**src/rtl/mult_div_unit.sv**
```systemverilog
// Iterative radix-2 multiply/divide unit owning the HI/LO registers.
// MULT/MULTU use shift-add, DIV/DIVU use restoring division; DATA_WIDTH steps per op.
module mult_div_unit #(
    parameter int DATA_WIDTH = 32,
    parameter int CNT_WIDTH  = 6
) (
    input  logic                  i_clk,
    input  logic                  i_reset,
    input  logic                  i_start,
    input  logic [1:0]            i_op,
    input  logic [DATA_WIDTH-1:0] i_a,
    input  logic [DATA_WIDTH-1:0] i_b,
    input  logic                  i_flush,
    input  logic                  i_hi_we,
    input  logic                  i_lo_we,
    input  logic [DATA_WIDTH-1:0] i_wdata,
    output logic                  o_busy,
    output logic                  o_done,
    output logic [DATA_WIDTH-1:0] o_hi,
    output logic [DATA_WIDTH-1:0] o_lo
);

    localparam int W = DATA_WIDTH;

    typedef enum logic [1:0] {
        S_IDLE = 2'd0,
        S_RUN  = 2'd1,
        S_FIX  = 2'd2
    } state_t;

    state_t               r_state;
    state_t               w_next_state;

    logic [2*W-1:0]       r_acc;
    logic [W-1:0]         r_opd;
    logic [CNT_WIDTH-1:0] r_cnt;
    logic                 r_is_div;
    logic                 r_neg_q;
    logic                 r_neg_r;
    logic                 r_div_zero;
    logic [W-1:0]         r_hi;
    logic [W-1:0]         r_lo;
    logic                 r_done;

    logic                 w_signed;
    logic                 w_is_div;
    logic                 w_accept;
    logic [W-1:0]         w_abs_a;
    logic [W-1:0]         w_abs_b;

    logic [W:0]           w_mul_sum;
    logic [2*W-1:0]       w_mul_next;
    logic [W:0]           w_div_shift;
    logic [W:0]           w_div_diff;
    logic [2*W-1:0]       w_div_next;
    logic [2*W-1:0]       w_step;

    logic [2*W-1:0]       w_prod_neg;
    logic [W-1:0]         w_quo_neg;
    logic [W-1:0]         w_rem_neg;
    logic [W-1:0]         w_fix_hi;
    logic [W-1:0]         w_fix_lo;

    // op[0]=0 selects the signed variant, op[1]=1 selects divide
    assign w_signed = ~i_op[0];
    assign w_is_div = i_op[1];
    assign w_accept = (r_state == S_IDLE) && i_start && !i_flush;
    assign w_abs_a  = (w_signed && i_a[W-1]) ? ('0 - i_a) : i_a;
    assign w_abs_b  = (w_signed && i_b[W-1]) ? ('0 - i_b) : i_b;

    // Multiply: r_acc holds {partial product, remaining multiplier bits}, r_opd the multiplicand
    assign w_mul_sum  = {1'b0, r_acc[2*W-1:W]} + (r_acc[0] ? {1'b0, r_opd} : '0);
    assign w_mul_next = {w_mul_sum, r_acc[W-1:1]};

    // Divide: r_acc holds {remainder, dividend/quotient}, r_opd the divisor
    assign w_div_shift = r_acc[2*W-1:W-1];
    assign w_div_diff  = w_div_shift - {1'b0, r_opd};
    assign w_div_next  = w_div_diff[W] ? {w_div_shift[W-1:0], r_acc[W-2:0], 1'b0}
                                       : {w_div_diff[W-1:0],  r_acc[W-2:0], 1'b1};

    assign w_step = r_is_div ? w_div_next : w_mul_next;

    assign w_prod_neg = '0 - r_acc;
    assign w_quo_neg  = '0 - r_acc[W-1:0];
    assign w_rem_neg  = '0 - r_acc[2*W-1:W];

    always_comb begin
        w_fix_hi = r_acc[2*W-1:W];
        w_fix_lo = r_acc[W-1:0];
        if (!r_is_div) begin
            if (r_neg_q) begin
                w_fix_hi = w_prod_neg[2*W-1:W];
                w_fix_lo = w_prod_neg[W-1:0];
            end
        end else begin
            // The divide-by-zero remainder equals the dividend magnitude, so
            // restoring the dividend sign reproduces the original a
            if (r_neg_r) begin
                w_fix_hi = w_rem_neg;
            end
            if (r_div_zero) begin
                w_fix_lo = '1;
            end else if (r_neg_q) begin
                w_fix_lo = w_quo_neg;
            end
        end
    end

    always_ff @(posedge i_clk) begin
        if (i_reset) begin
            r_state <= S_IDLE;
        end else begin
            r_state <= w_next_state;
        end
    end

    always_comb begin
        w_next_state = r_state;
        case (r_state)
            S_IDLE: begin
                if (w_accept) begin
                    w_next_state = S_RUN;
                end
            end
            S_RUN: begin
                if (i_flush) begin
                    w_next_state = S_IDLE;
                end else if (r_cnt == CNT_WIDTH'(W - 1)) begin
                    w_next_state = S_FIX;
                end
            end
            S_FIX: begin
                w_next_state = S_IDLE;
            end
            default: begin
                w_next_state = S_IDLE;
            end
        endcase
    end

    always_ff @(posedge i_clk) begin
        if (i_reset) begin
            r_acc      <= '0;
            r_opd      <= '0;
            r_cnt      <= '0;
            r_is_div   <= 1'b0;
            r_neg_q    <= 1'b0;
            r_neg_r    <= 1'b0;
            r_div_zero <= 1'b0;
            r_hi       <= '0;
            r_lo       <= '0;
            r_done     <= 1'b0;
        end else begin
            r_done <= 1'b0;
            case (r_state)
                S_IDLE: begin
                    if (w_accept) begin
                        r_is_div   <= w_is_div;
                        r_neg_q    <= w_signed && (i_a[W-1] ^ i_b[W-1]);
                        r_neg_r    <= w_signed && i_a[W-1];
                        r_div_zero <= w_is_div && (i_b == '0);
                        r_cnt      <= '0;
                        if (w_is_div) begin
                            r_acc <= {{W{1'b0}}, w_abs_a};
                            r_opd <= w_abs_b;
                        end else begin
                            r_acc <= {{W{1'b0}}, w_abs_b};
                            r_opd <= w_abs_a;
                        end
                    end
                    if (i_hi_we) begin
                        r_hi <= i_wdata;
                    end
                    if (i_lo_we) begin
                        r_lo <= i_wdata;
                    end
                end
                S_RUN: begin
                    if (!i_flush) begin
                        r_acc <= w_step;
                        r_cnt <= r_cnt + CNT_WIDTH'(1);
                    end
                end
                S_FIX: begin
                    if (!i_flush) begin
                        r_hi   <= w_fix_hi;
                        r_lo   <= w_fix_lo;
                        r_done <= 1'b1;
                    end
                end
                default: begin
                    r_done <= 1'b0;
                end
            endcase
        end
    end

    assign o_busy = (r_state != S_IDLE);
    assign o_done = r_done;
    assign o_hi   = r_hi;
    assign o_lo   = r_lo;

endmodule

```
**config.mk**
```make
export PLATFORM = sky130hd
export DESIGN_NAME = mult_div_unit
export DESIGN_NICKNAME = d
export VERILOG_FILES = /design/src/rtl/mult_div_unit.sv
export SDC_FILE = /design/constraint.sdc
export NUM_CORES = 1
export LEC_CHECK = 0
export CORE_MARGIN = 5
export CORE_UTILIZATION = 35
export DETAILED_ROUTE_END_ITERATION = 8
export GPL_TIMING_DRIVEN = 1
export HOLD_SLACK_MARGIN = 0.15
export PLACE_DENSITY = 0.57
export SYNTH_ARGS = -nofsm -noshare
export SYNTH_HDL_FRONTEND = slang
export SYNTH_SLANG_ARGS = --single-unit
```
**constraint.sdc**
```tcl
create_clock -name i_clk -period 4.09 [get_ports i_clk]
set_input_delay 1.227 -clock i_clk [delete_from_list [all_inputs] [get_ports i_clk]]
set_output_delay 1.227 -clock i_clk [all_outputs]
set_load 0.005 [all_outputs]
```
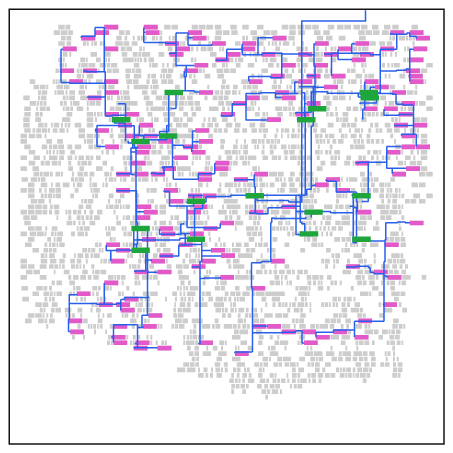
**Above:** run 1 (clock wires, drivers and flops).
Drawn at 2 px/micron.
[magenta] flip-flops | count: 173
[blue] clock wires | length: 2650 microns
[green] clock drivers | count: 17
flops lie: widely spread
routed clock nets: 18
clk pwr: 1770 uW
Clock Latency Late Sink: 0.45 ns

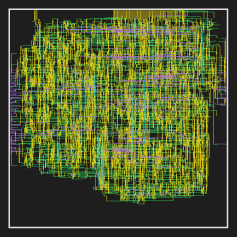
**Above:** run 1 (metal layers overlaid).
Drawn at 1 px/micron.
[green] metal 1 | wire length: 27.3 mm
[purple] metal 3 | wire length: 4370 microns
[yellow] metal 2 | wire length: 27.5 mm
[cyan] metal 4 | wire length: 1290 microns
Overall Global Routing Usage: 24.7%
routed vias: 16200

==> impl_metrics.py, run 1 <==
# Physical implementation metrics
metrics = {
    "run_status": {
        "outcome": "completed",
    },
    "clock_tree": {
        "htreeDepth": 4,
        "root_buffer": "clkbuf_16",
        "cts_setup_buffers": 0,
        "tritoncts": "built",
    },
    "global_route": {
        "grt_max_degree": 81,
        "antenna_found_initial": 0,
        "grt_most_used_layer": "met2",
        "grt_pass1_wl_mm": 91.6,
        "grtUsageMet2_pct": 39.5,
    },
    "yosys": {
        "top_logic_kind": "AND-OR/OR-AND gates",
        "synth_area_leader_cell": "dfxtp_1",
        "top_cell": "nor2_1",
        "synth_area_sq_mm": 0.0149,
        "yosysTopAreaCellShare_pct": 23.2,
        "aoi_share_pct": 28.2,
        "synth_flops": 173,
        "yosys_cells": 2064,
        "synth_area_per_cell_sq_um": 7.24,
        "edf_count": 0,
        "ys_top_cells_by_count": "nor2_1 (243), nand2_1 (228), a21oi_1 (214), dfxtp_1 (173), clkbuf_1 (113)",
    },
    "placement": {
        "place_ws_ns": 0.0753,
        "port_buffers": 169,
        "dp_cells": 2765,
    },
    "layout": {
        "largest_register_ffs": 64,
        "drive_gt1_share_pct": 9.74,
        "post-route-cell-area_sq_mm": 0.0184,
        "fin_util_pct": 43.6,
        "top_register": "r_acc",
        "lay_top_cells": "nor2_1 (243), nand2_1 (228), a21oi_1 (213)",
        "fin_cells": 2797,
    },
    "setup_path": {
        "crit_required_ns": 4.46,
        "worstSetupPathType": "flop to flop",
        "crit_path_start": "r_acc[32]$_SDFFE_PP0P_",
        "reg2reg_slack_ns": 0.37,
        "reg2reg_depth": 12,
        "r2r-start": "r_acc[32]$_SDFFE_PP0P_",
        "cp_max_fo": 9,
        "endpoint": "r_acc[0]$_SDFFE_PP0P_",
    },
    "drt": {
        "top_layer": "met4",
        "dr_wl_met3_mm": 4.37,
        "wl_per_cell_microns": 21.6,
        "final_antenna_net_count": 0,
        "wl_met2_mm": 27.5,
        "drc": 0,
        "m1WireLength_mm": 27.3,
        "viasPerCell": 5.80,
    },
    "sta": {
        "fin_worst_skew_ns": 0.0181,
        "setup_violations": 0,
        "worst_hold_slack_ns": 0.455,
        "fmax_ghz": 0.269,
        "rsz0062_at_grt": "false",
        "fin_ws_ns": 0.371,
        "fin_tns_setup_ns": 0,
    },
    "min_path": {
        "hp-class": "flop to flop",
    },
    "floorplanning": {
        "core_sq_mm": 0.0421,
        "rows": 75,
        "fp_util_pct": 35.5,
    },
    "pwr": {
        "pwr-share-comb_pct": 29.5,
        "p_leak_uw": 0.00725,
        "p_sw_share_pct": 35.0,
        "seq_power_share_pct": 36.4,
        "maxPowerGroup": "sequential cells",
        "powerDensity_mw_per_mm2": 282,
        "ir_worst_vdd_mv": 0.306,
        "comb-power_uw": 1520,
        "power_uw": 5170,
    },
    "run": {
        "tool_warnings": 26,
    },
}
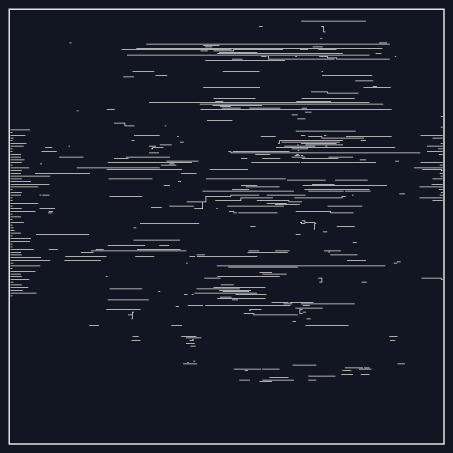
**Above:** run 1 (met3 routing).
Drawn at 2 px/micron.
nets with wire on the layer: 277
longest straight run: 123 microns
share of all routed wire: 7.2%
main direction: horizontal
DRT Wirelength: 60.5 mm
M3 GR Usage: 4.97%

run 1: final cells by class:
cell class	instances	area [sq um]
Clock inverter	14	176
Multi-Input combinational cell	1680	10600
Sequential cell	173	3460
Timing Repair Buffer	301	2700
Tap cell	539	674
Clock buffer	18	439
Fill cell	4255	23800
Inverter	72	270
run 1: worst max-delay path, stage by stage, from the launching register on:
cell and delay (ns):
dfxtp_1 0.52, inv_1 0.23, fa_1 0.48, nand2b_1 0.20
a21oi_1 0.23, o21ai_1 0.16, o21ai_1 0.29, a21oi_2 0.21
a31o_2 0.40, buf_4 0.22, nor3_1 0.41, o21ai_0 0.17
a21oi_1 0.13
==> inputs of run 2 (changes only) <==
TNS_END_PERCENT = 20   (was default)
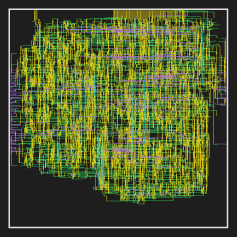
**Above:** run 2 (metal layers overlaid).
Drawn at 1 px/micron.
[cyan] metal 4 | wire length: 1290 microns
[yellow] metal 2 | wire length: 27.5 mm
[purple] metal 3 | wire length: 4370 microns
[green] metal 1 | wire length: 27.3 mm

==> run 2 against run 1 <==
Via count unchanged. Clock power barely moved. Synthesized area is the same. Combinational power barely moved. Die area unchanged. Largest cell class unchanged.
==> impl_metrics.py, run 2 <==
# Physical implementation metrics
metrics = {
    "yosys": {
        "synth_area_sq_mm": 0.0149,
        "yosysTopAreaCellShare_pct": 23.2,
        "aoi_share_pct": 28.2,
        "edf_count": 0,
        "ys_top_cells_by_count": "nor2_1 (243), nand2_1 (228), a21oi_1 (214), dfxtp_1 (173), clkbuf_1 (113)",
        "top_cell": "nor2_1",
        "yosys_cells": 2064,
        "synth_flops": 173,
    },
    "global_route": {
        "gr-usage-all-layers_pct": 24.7,
        "grt_max_degree": 81,
        "antenna_found_initial": 0,
        "met3_usage_pct": 4.97,
    },
    "layout": {
        "combGateArea_sq_mm": 0.0106,
        "seq_area_share_pct": 18.9,
        "fin_util_pct": 43.6,
        "largest_class": "combinational gates",
        "flops": 173,
        "comb_share_pct": 57.9,
        "seqCellArea_sq_mm": 0.00346,
        "clk_share_pct": 3.35,
        "fill_cells": 4255,
        "fin_cells": 2797,
        "lay_top_cells": "nor2_1 (243), nand2_1 (228), a21oi_1 (213)",
        "logic_gates": 1680,
        "post-route-cell-area_sq_mm": 0.0184,
        "nClkBuffers": 18,
        "top_register": "r_acc",
    },
    "placement": {
        "place_ws_ns": 0.0753,
        "port_buffers": 169,
    },
    "pwr": {
        "powerDensity_mw_per_mm2": 282,
        "comb-power_uw": 1520,
        "p_leak_uw": 0.00725,
        "p_sw_share_pct": 35.0,
        "pwr-share-comb_pct": 29.5,
        "seq_power_share_pct": 36.4,
        "pwr.group.clock_uw": 1770,
        "power_uw": 5170,
        "ir_worst_vdd_mv": 0.306,
    },
    "clock_tree": {
        "root_buffer": "clkbuf_16",
        "htreeDepth": 4,
        "tritoncts": "built",
        "cts_setup_buffers": 0,
    },
    "sta": {
        "fin_worst_skew_ns": 0.0181,
        "fin_tns_setup_ns": 0,
        "fmax_ghz": 0.269,
        "setup_violations": 0,
        "rsz0062_at_grt": "false",
    },
    "floorplanning": {
        "fp_util_pct": 35.5,
        "rows": 75,
    },
    "drt": {
        "dr_wl_met3_mm": 4.37,
        "wl_per_cell_microns": 21.6,
        "finalWirelength_mm": 60.5,
        "final_antenna_net_count": 0,
        "wl_met2_mm": 27.5,
    },
    "setup_path": {
        "slowest_stage": "dfxtp_1",
        "cp_slowest_stage_delay_ns": 0.52,
        "critPathBufInv": 2,
        "critical-path-top-delay-family": "AND-OR/OR-AND gates",
        "worstSetupPathType": "flop to flop",
        "crit_chain": "inv_1 > fa_1 > nand2b_1 > a21oi_1 > o21ai_1 > o21ai_1 > a21oi_2 > a31o_2 > buf_4 > nor3_1 > o21ai_0 > a21oi_1",
    },
    "run": {
        "tool_warnings": 26,
    },
    "run_status": {
        "outcome": "completed",
    },
}
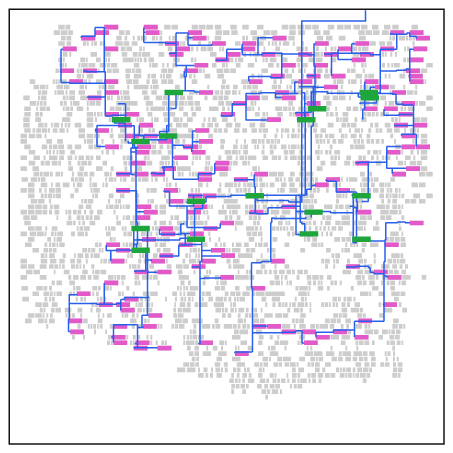
**Above:** run 2 (clock wires, drivers and flops).
Drawn at 2 px/micron.
[magenta] flip-flops | count: 173
[blue] clock wires | length: 2650 microns
[green] clock drivers | count: 17
routed clock nets: 18
flops lie: widely spread

-- run 2: worst paths after layout --
| kind | startpoint | endpoint | slack (ns) | depth (start not counted) |
|---|---|---|---|---|
| setup / recovery | r_acc[32]$_SDFFE_PP0P_ | r_acc[0]$_SDFFE_PP0P_ | 0.37 | 12 |
| hold / removal | r_opd[14]$_SDFFE_PP0P_ | r_opd[14]$_SDFFE_PP0P_ | 0.46 | 2 |
| hold reg to reg | r_opd[14]$_SDFFE_PP0P_ | r_opd[14]$_SDFFE_PP0P_ | 0.46 | 2 |
| setup reg to reg | r_acc[32]$_SDFFE_PP0P_ | r_acc[0]$_SDFFE_PP0P_ | 0.37 | 12 |
**Run 2: met3 routing**

Drawn at 2 px/micron.
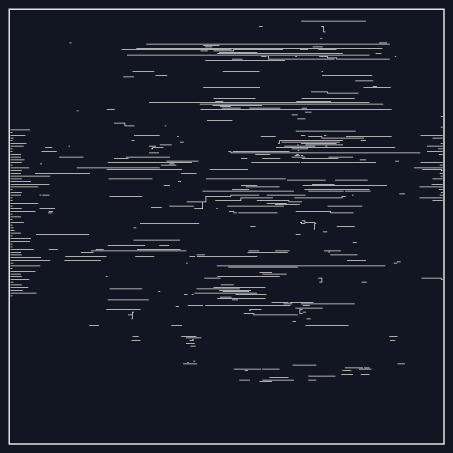

==> inputs of run 3 (changes only) <==
CTS_BUF_LIST = sky130_fd_sc_hd__clkbuf_8   (was default)
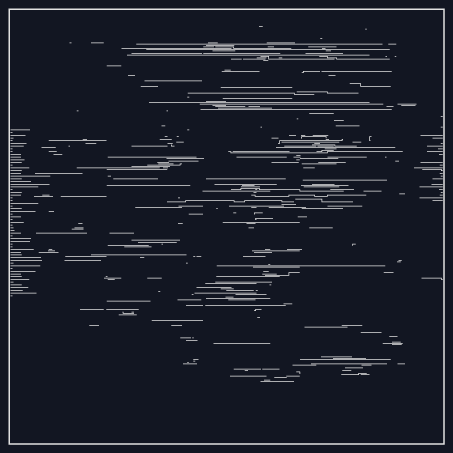
**Above:** run 3 (met3 routing).
Drawn at 2 px/micron.
wire length on this layer: 4650 microns
share of all routed wire: 7.7%
longest straight run: 123 microns
nets with wire on the layer: 285

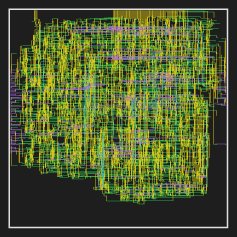
**Above:** run 3 (metal layers overlaid).
Drawn at 1 px/micron.
[purple] metal 3 | wire length: 4650 microns
[yellow] metal 2 | wire length: 27.2 mm
[green] metal 1 | wire length: 27.2 mm
[cyan] metal 4 | wire length: 1410 microns

==> run 3 against run 2 <==
Die area unchanged. Via count down 0.19%. Sequential power about the same. Critical path type unchanged.
==> impl_metrics.py, run 3 <==
# Physical implementation metrics
metrics = {
    "sta": {
        "fin_tns_setup_ns": 0,
        "fin_worst_skew_ns": 0.0209,
        "setup_violations": 0,
        "worst_hold_slack_ns": 0.460,
        "fmax_ghz": 0.268,
        "fin_ws_ns": 0.363,
    },
    "floorplanning": {
        "core_sq_mm": 0.0421,
        "rows": 75,
        "fp_util_pct": 35.5,
    },
    "global_route": {
        "grt_most_used_layer": "met2",
        "grtUsageMet2_pct": 39.3,
        "grt_max_degree": 81,
        "antenna_found_initial": 0,
        "met3_usage_pct": 4.84,
    },
    "run": {
        "tool_warnings": 26,
    },
    "yosys": {
        "yosys_cells": 2064,
        "aoi_share_pct": 28.2,
        "edf_count": 0,
        "ys_top_cells_by_count": "nor2_1 (243), nand2_1 (228), a21oi_1 (214), dfxtp_1 (173), clkbuf_1 (113)",
        "synth_area_sq_mm": 0.0149,
        "synth_area_leader_cell": "dfxtp_1",
        "yosysTopAreaCellShare_pct": 23.2,
        "top_logic_kind": "AND-OR/OR-AND gates",
        "synth_flops": 173,
        "top_cell": "nor2_1",
    },
    "setup_path": {
        "crit_chain": "inv_1 > fa_1 > nand2b_1 > a21oi_1 > o21ai_1 > o21ai_1 > a21oi_2 > a31o_2 > buf_4 > nor3_1 > o21ai_0 > a21oi_1",
        "cp_max_fo": 9,
        "reg2reg_depth": 12,
        "cp_slowest_stage_delay_ns": 0.52,
        "slowest_stage": "dfxtp_1",
        "crit_path_start": "r_acc[32]$_SDFFE_PP0P_",
        "reg2reg_slack_ns": 0.36,
        "endpoint": "r_acc[0]$_SDFFE_PP0P_",
        "crit_required_ns": 4.51,
        "worstReg2RegEnd": "r_acc[0]$_SDFFE_PP0P_",
        "r2r-start": "r_acc[32]$_SDFFE_PP0P_",
    },
    "min_path": {
        "worstHoldStart": "o_lo[15]$_SDFFE_PP0P_",
        "holdPathEnd": "o_lo[15]$_SDFFE_PP0P_",
        "hold_path_depth": 2,
    },
    "pwr": {
        "power_uw": 4760,
        "p_leak_uw": 0.00716,
        "seq_power_share_pct": 39.6,
        "powerDensity_mw_per_mm2": 262,
        "pwr-share-comb_pct": 32.1,
        "pwr.group.clock_uw": 1350,
    },
    "placement": {
        "port_buffers": 169,
        "place_ws_ns": 0.0753,
    },
    "drt": {
        "top_layer": "met4",
        "finalWirelength_mm": 60.4,
        "wl_per_cell_microns": 21.6,
        "wl_met2_mm": 27.2,
        "viasPerCell": 5.78,
    },
    "layout": {
        "drive_gt1_share_pct": 9.74,
        "post-route-cell-area_sq_mm": 0.0182,
        "lay_top_cells": "nor2_1 (243), nand2_1 (228), a21oi_1 (213)",
        "fin_cells": 2797,
    },
    "clock_tree": {
        "htreeDepth": 4,
        "root_buffer": "clkbuf_8",
        "tritoncts": "built",
        "cts_setup_buffers": 0,
        "clock_latency_ns": 0.49,
    },
    "run_status": {
        "outcome": "completed",
    },
}
## run 3: cell counts after synthesis
No cell type changed its count.
## run 3: cell type report
type	count	area, sq um
Multi-Input combinational cell	1680	10600
Tap cell	539	674
Sequential cell	173	3460
Inverter	72	270
Clock buffer	18	248
Timing Repair Buffer	301	2700
Fill cell	4271	24000
Clock inverter	14	176
## run 3: worst max-delay path: cells and delay by family (launching register included)
kind | cells | cell delay (ns)
adders and majority gates | 1 | 0.48
and+or+nand+nor | 2 | 0.61
AOI/OAI and AO/OA | 7 | 1.62
buffers and inverters | 2 | 0.45
DFF | 1 | 0.52
Power and IR drop assume default switching activity.
